--- config.mk ---
export PLATFORM = sky130hd
export DESIGN_NAME = sap1_run_ctrl
export DESIGN_NICKNAME = d
export VERILOG_FILES = /design/src/rtl/sap1_pkg.sv /design/src/rtl/sap1_tstate_ctr.sv /design/src/rtl/sap1_run_ctrl.sv
export SDC_FILE = /design/constraint.sdc
export NUM_CORES = 1
export LEC_CHECK = 0
export ABC_AREA = 0
export CORE_MARGIN = 2
export CORE_UTILIZATION = 47
export CTS_CLUSTER_DIAMETER = 200
export CTS_CLUSTER_SIZE = 8
export DETAILED_ROUTE_END_ITERATION = 8
export HOLD_SLACK_MARGIN = 0.06
export MAX_ROUTING_LAYER = met4
export PLACE_DENSITY = 0.79
export SYNTH_ARGS = -nofsm -noshare
export SYNTH_HDL_FRONTEND = slang
export SYNTH_HIERARCHICAL = 1
export SYNTH_SLANG_ARGS = --single-unit
--- constraint.sdc ---
create_clock -name clk_i -period 1.75 [get_ports clk_i]
set_input_delay 0.4375 -clock clk_i [delete_from_list [all_inputs] [get_ports clk_i]]
set_output_delay 0.4375 -clock clk_i [all_outputs]
set_load 0.1 [all_outputs]
--- src/rtl/sap1_pkg.sv ---
// Shared constants for the SAP-1 run-control slice: opcodes, T-state count and
// run-control state encoding.
package sap1_pkg;

    localparam logic [3:0] OP_LDA = 4'h0;
    localparam logic [3:0] OP_ADD = 4'h1;
    localparam logic [3:0] OP_SUB = 4'h2;
    localparam logic [3:0] OP_OUT = 4'hE;
    localparam logic [3:0] OP_HLT = 4'hF;

    localparam int T_STATES = 6;
    localparam int TCNT_W   = $clog2(T_STATES);
    // T-state in which the instruction register is valid for HLT decode
    localparam int HLT_TCNT = 3;

    localparam int ST_W = 3;
    localparam logic [ST_W-1:0] ST_IDLE  = 3'd0;
    localparam logic [ST_W-1:0] ST_LOAD  = 3'd1;
    localparam logic [ST_W-1:0] ST_START = 3'd2;
    localparam logic [ST_W-1:0] ST_RUN   = 3'd3;
    localparam logic [ST_W-1:0] ST_HALT  = 3'd4;
    localparam logic [ST_W-1:0] ST_PAUSE = 3'd5;

    function automatic logic [7:0] sat_inc8(input logic [7:0] v);
        return (v == 8'hFF) ? v : v + 8'd1;
    endfunction

endpackage

--- src/rtl/sap1_tstate_ctr.sv ---
// Mod-T_STATES counter with enable and synchronous clear; wrap_o pulses on the
// last enabled count so the parent can mark an instruction boundary.
module sap1_tstate_ctr #(
    parameter int T_STATES = 6,
    parameter int CNT_W    = $clog2(T_STATES)
) (
    input  logic             clk_i,
    input  logic             reset_i,
    input  logic             en_i,
    input  logic             clr_i,
    output logic [CNT_W-1:0] tcnt_o,
    output logic             wrap_o
);

    logic [CNT_W-1:0] r_cnt;
    logic             w_at_last;

    assign w_at_last = (r_cnt == CNT_W'(T_STATES - 1));

    always_ff @(posedge clk_i) begin
        if (reset_i) begin
            r_cnt <= '0;
        end else if (clr_i) begin
            r_cnt <= '0;
        end else if (en_i) begin
            r_cnt <= w_at_last ? '0 : r_cnt + CNT_W'(1);
        end
    end

    assign tcnt_o = r_cnt;
    assign wrap_o = en_i && w_at_last;

endmodule

--- src/rtl/sap1_run_ctrl.sv ---
// SAP-1 run control: loads RAM over valid/ready, releases CPU reset, runs until HLT.
// Optional single-step support is enabled by defining SAP1_STEP_EN.
module sap1_run_ctrl
    import sap1_pkg::*;
#(
    parameter int DEPTH  = 16,
    parameter int ADDR_W = $clog2(DEPTH)
) (
    input  logic              clk_i,
    input  logic              reset_i,
    input  logic              load_start_i,
    input  logic [7:0]        data_i,
    input  logic              valid_i,
    output logic              ready_o,
    output logic              mem_wr_o,
    output logic [ADDR_W-1:0] mem_addr_o,
    output logic [7:0]        mem_data_o,
    input  logic [3:0]        opcode_i,
    output logic              cpu_reset_o,
    output logic              cpu_clk_en_o,
    output logic              halted_o,
    output logic [7:0]        instr_cnt_o,
`ifdef SAP1_STEP_EN
    input  logic              step_mode_i,
    input  logic              step_i,
`endif
    output logic [ST_W-1:0]   dbg_state_o
);

    // Handshake: a byte transfers on a rising clk_i edge where valid_i && ready_o.
    // ready_o depends only on registered state, never on valid_i.

    logic [ST_W-1:0]   r_state;
    logic [ST_W-1:0]   w_next;
    logic [ADDR_W-1:0] r_ptr;
    logic [ADDR_W-1:0] r_addr;
    logic [7:0]        r_data;
    logic              r_wr;
    logic              r_start_cnt;
    logic [7:0]        r_icnt;

    logic              w_load_req;
    logic              w_accept;
    logic              w_last;
    logic              w_run;
    logic              w_clr;
    logic              w_wrap;
    logic              w_hlt;
    logic [TCNT_W-1:0] w_tcnt;

    assign w_load_req = load_start_i && (r_state == ST_IDLE || r_state == ST_HALT);
    assign w_accept   = valid_i && (r_state == ST_LOAD);
    assign w_last     = w_accept && (r_ptr == ADDR_W'(DEPTH - 1));
    assign w_run      = (r_state == ST_RUN);
    assign w_clr      = !w_run;
    assign w_hlt      = w_run && (w_tcnt == TCNT_W'(HLT_TCNT)) && (opcode_i == OP_HLT);

    sap1_tstate_ctr #(
        .T_STATES (T_STATES),
        .CNT_W    (TCNT_W)
    ) u_tstate (
        .clk_i   (clk_i),
        .reset_i (reset_i),
        .en_i    (w_run),
        .clr_i   (w_clr),
        .tcnt_o  (w_tcnt),
        .wrap_o  (w_wrap)
    );

    always_comb begin
        w_next = r_state;
        case (r_state)
            ST_IDLE, ST_HALT: begin
                if (w_load_req) w_next = ST_LOAD;
            end
            ST_LOAD: begin
                if (w_last) w_next = ST_START;
            end
            ST_START: begin
                if (r_start_cnt) w_next = ST_RUN;
            end
            ST_RUN: begin
                // HLT is decoded mid-instruction, so it wins over any pause at the wrap
                if (w_hlt) begin
                    w_next = ST_HALT;
`ifdef SAP1_STEP_EN
                end else if (w_wrap && step_mode_i) begin
                    w_next = ST_PAUSE;
`endif
                end
            end
`ifdef SAP1_STEP_EN
            ST_PAUSE: begin
                if (step_i || !step_mode_i) w_next = ST_RUN;
            end
`endif
            default: w_next = ST_IDLE;
        endcase
    end

    always_ff @(posedge clk_i) begin
        if (reset_i) begin
            r_state     <= ST_IDLE;
            r_start_cnt <= 1'b0;
        end else begin
            r_state     <= w_next;
            r_start_cnt <= (r_state == ST_START) ? !r_start_cnt : 1'b0;
        end
    end

    // RAM write port is one cycle behind the accept; pointer restarts on every load
    always_ff @(posedge clk_i) begin
        if (reset_i) begin
            r_ptr  <= '0;
            r_addr <= '0;
            r_data <= '0;
            r_wr   <= 1'b0;
        end else begin
            r_wr <= w_accept;
            if (w_load_req) begin
                r_ptr <= '0;
            end else if (w_accept) begin
                r_ptr  <= r_ptr + ADDR_W'(1);
                r_addr <= r_ptr;
                r_data <= data_i;
            end
        end
    end

    always_ff @(posedge clk_i) begin
        if (reset_i) begin
            r_icnt <= 8'd0;
        end else if (w_load_req) begin
            r_icnt <= 8'd0;
        end else if (w_wrap) begin
            r_icnt <= sat_inc8(r_icnt);
        end
    end

    assign ready_o      = (r_state == ST_LOAD);
    assign mem_wr_o     = r_wr;
    assign mem_addr_o   = r_addr;
    assign mem_data_o   = r_data;
    assign cpu_reset_o  = (r_state == ST_IDLE) || (r_state == ST_LOAD) || (r_state == ST_START);
    assign cpu_clk_en_o = w_run;
    assign halted_o     = (r_state == ST_HALT);
    assign instr_cnt_o  = r_icnt;
    assign dbg_state_o  = r_state;

endmodule

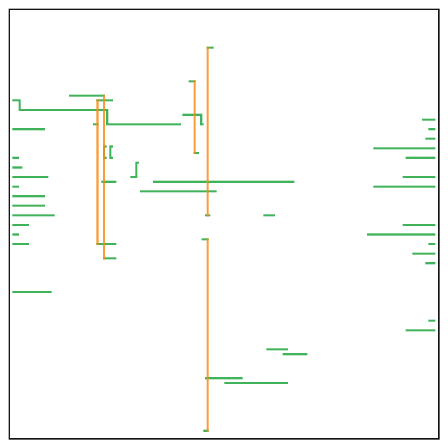
**Above:** routed metal, one color a layer.
Two of the layers only.
[orange] metal 4 | wire length: 105 um
[green] metal 3 | wire length: 194 um

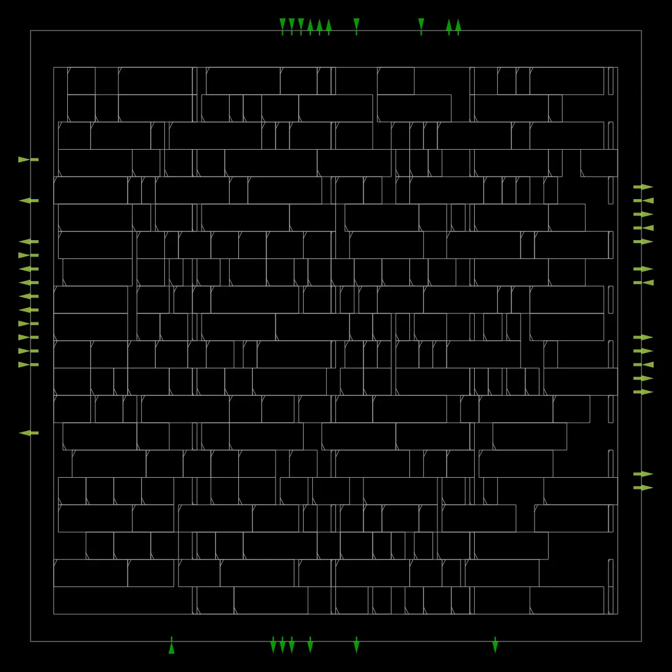
**Above:** placed standard cells.
Final Instance Count excl. Fillers: 280
Flop Count: 32

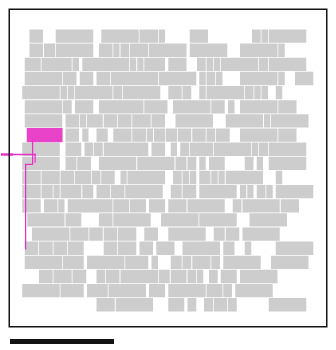
**Above:** wires at chosen ports, followed through buffers.
The bar under the picture is 20 um long.
[magenta] halted_o | bits: 1 | direction: output | edge: west | end cells: 1 | buffers: 1 | wire: 28.4 um
PortBufs: 43
Ports: 44

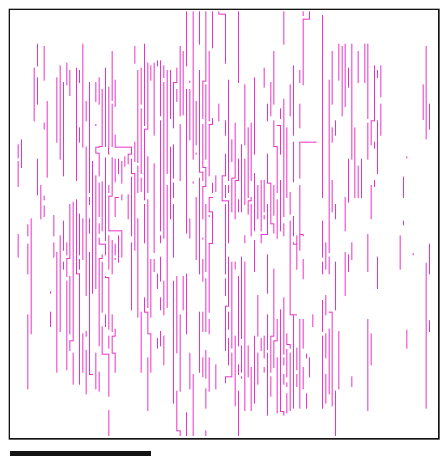
**Above:** met2 routing.
The bar under the picture is 20 um long.
nets with wire on the layer: 230
main direction: vertical
wire length on this layer: 2340 um
longest straight run: 25.8 um
share of all routed wire: 56%

==> flow_summary.toml <==
# flow metrics
[run_status]
status = "complete, no violations"

[timing]
final-setup-viol-count = 0
slew_headroom = 0.740
fin_ws_ns = 0.0242
final_hold_viol_count = 0
hold_ws_ns = 0.472
finalCritPeriodShare = 0.986
period_needed_ns = 1.73
maxSlewViolCount = 0

[logic_synthesis]
yosys_area_um2 = 1520
yosysWarnings = 6
most_common_cell = "dfxtp_1"
numSynthFlops = 32
syn_area_um2 = 1520
ys_cells = 174
ys_types = 44
synth_top_area_share = 0.423
common_cells = "dfxtp_1, nand2_1, a21oi_1, buf_2"
async_flop_share = 0

[floorplan]
dieHeight_um = 60.8
rows = 20
die_area_um2 = 3690

[route]
wl_met1_um = 1580
drcViolationCount = 0
dr.pass1.iters = 4
avgRoutedWirePerCell_um = 15.1
wl_met2_um = 2340
drtIter0Drc = 32

[grt]
grt_overflow = 0
track_usage = 0.214
first_global_vias = 1392

[placed_design]
place_congestion = 0.728
place_hpwl_um = 2870

[finish]
nNetsFinal = 253
area_growth_pct = 68.2
fin_util = 0.835

[cts]
clk_pin_slew_worst_paths_ns = 0.10
numCtsBuffers = 5
htree_levels = 2
cts_tree = "built"

[min_path]
hold_depth = 1

[pwr]
powerDensity_nw_per_um2 = 587

[setup_path]
end_kind = "output pin"
crit_type = "flip-flop to output pin"
power by group:
| part | switching, mW | total [mW] | internal [mW] |
|---|---|---|---|
| registers | 0.0171 | 0.753 | 0.736 |
| logic | 0.147 | 0.264 | 0.116 |
| clock network | 0.236 | 0.478 | 0.242 |
flip-flops by register name (all words and copies together) (netlist names):
signal / count
dbg_state_o: 3
instr_cnt_o: 8
mem_addr_o: 4
mem_data_o: 8
mem_wr_o: 1
r_ptr: 4
r_start_cnt: 1
u_tstate/tcnt_o: 3
critical path: stages, from the launching register on:
cell	delay (ns)
dfxtp_4	0.38
buf_12	0.14
nor3b_4	0.25
buf_12	0.21
final cells by class:
| class | count | area (um2) | share of cell area |
|---|---|---|---|
| Clock inverter | 1 | 5.00 | 0.00196 |
| Inverter | 6 | 26.3 | 0.0103 |
| Multi-Input combinational cell | 123 | 807 | 0.317 |
| Clock buffer | 7 | 66.3 | 0.0260 |
| Timing Repair Buffer | 67 | 937 | 0.368 |
| Sequential cell | 32 | 652 | 0.256 |
| Tap cell | 44 | 55.1 | 0.0216 |
placed cells by master (no fill, tap or decap), types with 4 or more instances in the layout:
cell type / netlist / final
clkbuf_4: 0 / 5
a21oi_1: 20 / 18
nand3b_1: 5 / 5
inv_1: 5 / 4
dfxtp_1: 32 / 29
nand4_1: 4 / 4
buf_4: 3 / 20
buf_12: 0 / 30
clkdlybuf4s50_1: 0 / 15
nand2_1: 30 / 30
nor2_1: 5 / 5
mux2i_1: 5 / 5
or3b_1: 4 / 4
final timing paths:
kind | to | startpoint | slack, ns
max | halted_o | dbg_state_o[1] | 0.02
min | dbg_state_o[1] | dbg_state_o[2] | 0.47
max reg2reg | mem_data_o[1] | dbg_state_o[1] | 0.13
min reg2reg | dbg_state_o[1] | dbg_state_o[2] | 0.47
routing by layer:
metal  vias to the layer above  GRT usage
met5                         -          -
met3                        11     0.0405
met4                         0     0.0590
met1                       752      0.228
met2                        63      0.401
li1                        743          -
through the flow:
step           setup TNS [ns]  instance area [um2]
6_report                    0                 2550
2_1_floorplan           -5.57                 1560
4_1_cts                     0                 2450
3_5_place_dp            -1.12                 2350
3_3_place_gp           -0.431                 2350
5_1_grt               -0.0191                 2550
cells by family (layout without fill, tap and decap cells):
group                      count (synthesis)  count (layout)  share of synthesized area
xor gates and xnor gates                   2               2                     0.0116
AOI/OAI and AO/OA                         38              38                      0.149
muxes                                      5               5                     0.0330
DFF                                       32              32                      0.423
and+or+nand+nor                           76              76                      0.302
buffers and inverters                     19              81                     0.0644
adders and majority gates                  2               2                     0.0165
timing repair:
action | 4_1_cts | 5_1_grt
setup buffers | 3 | 8
setup endpoints to repair | 2 | 4
pin swaps | 2 | 2
cloned | 0 | 1
hold endpoints to repair | 0 | 0
resized | 2 | 2
No activity file was given, so power comes from the tool's default toggle rates.
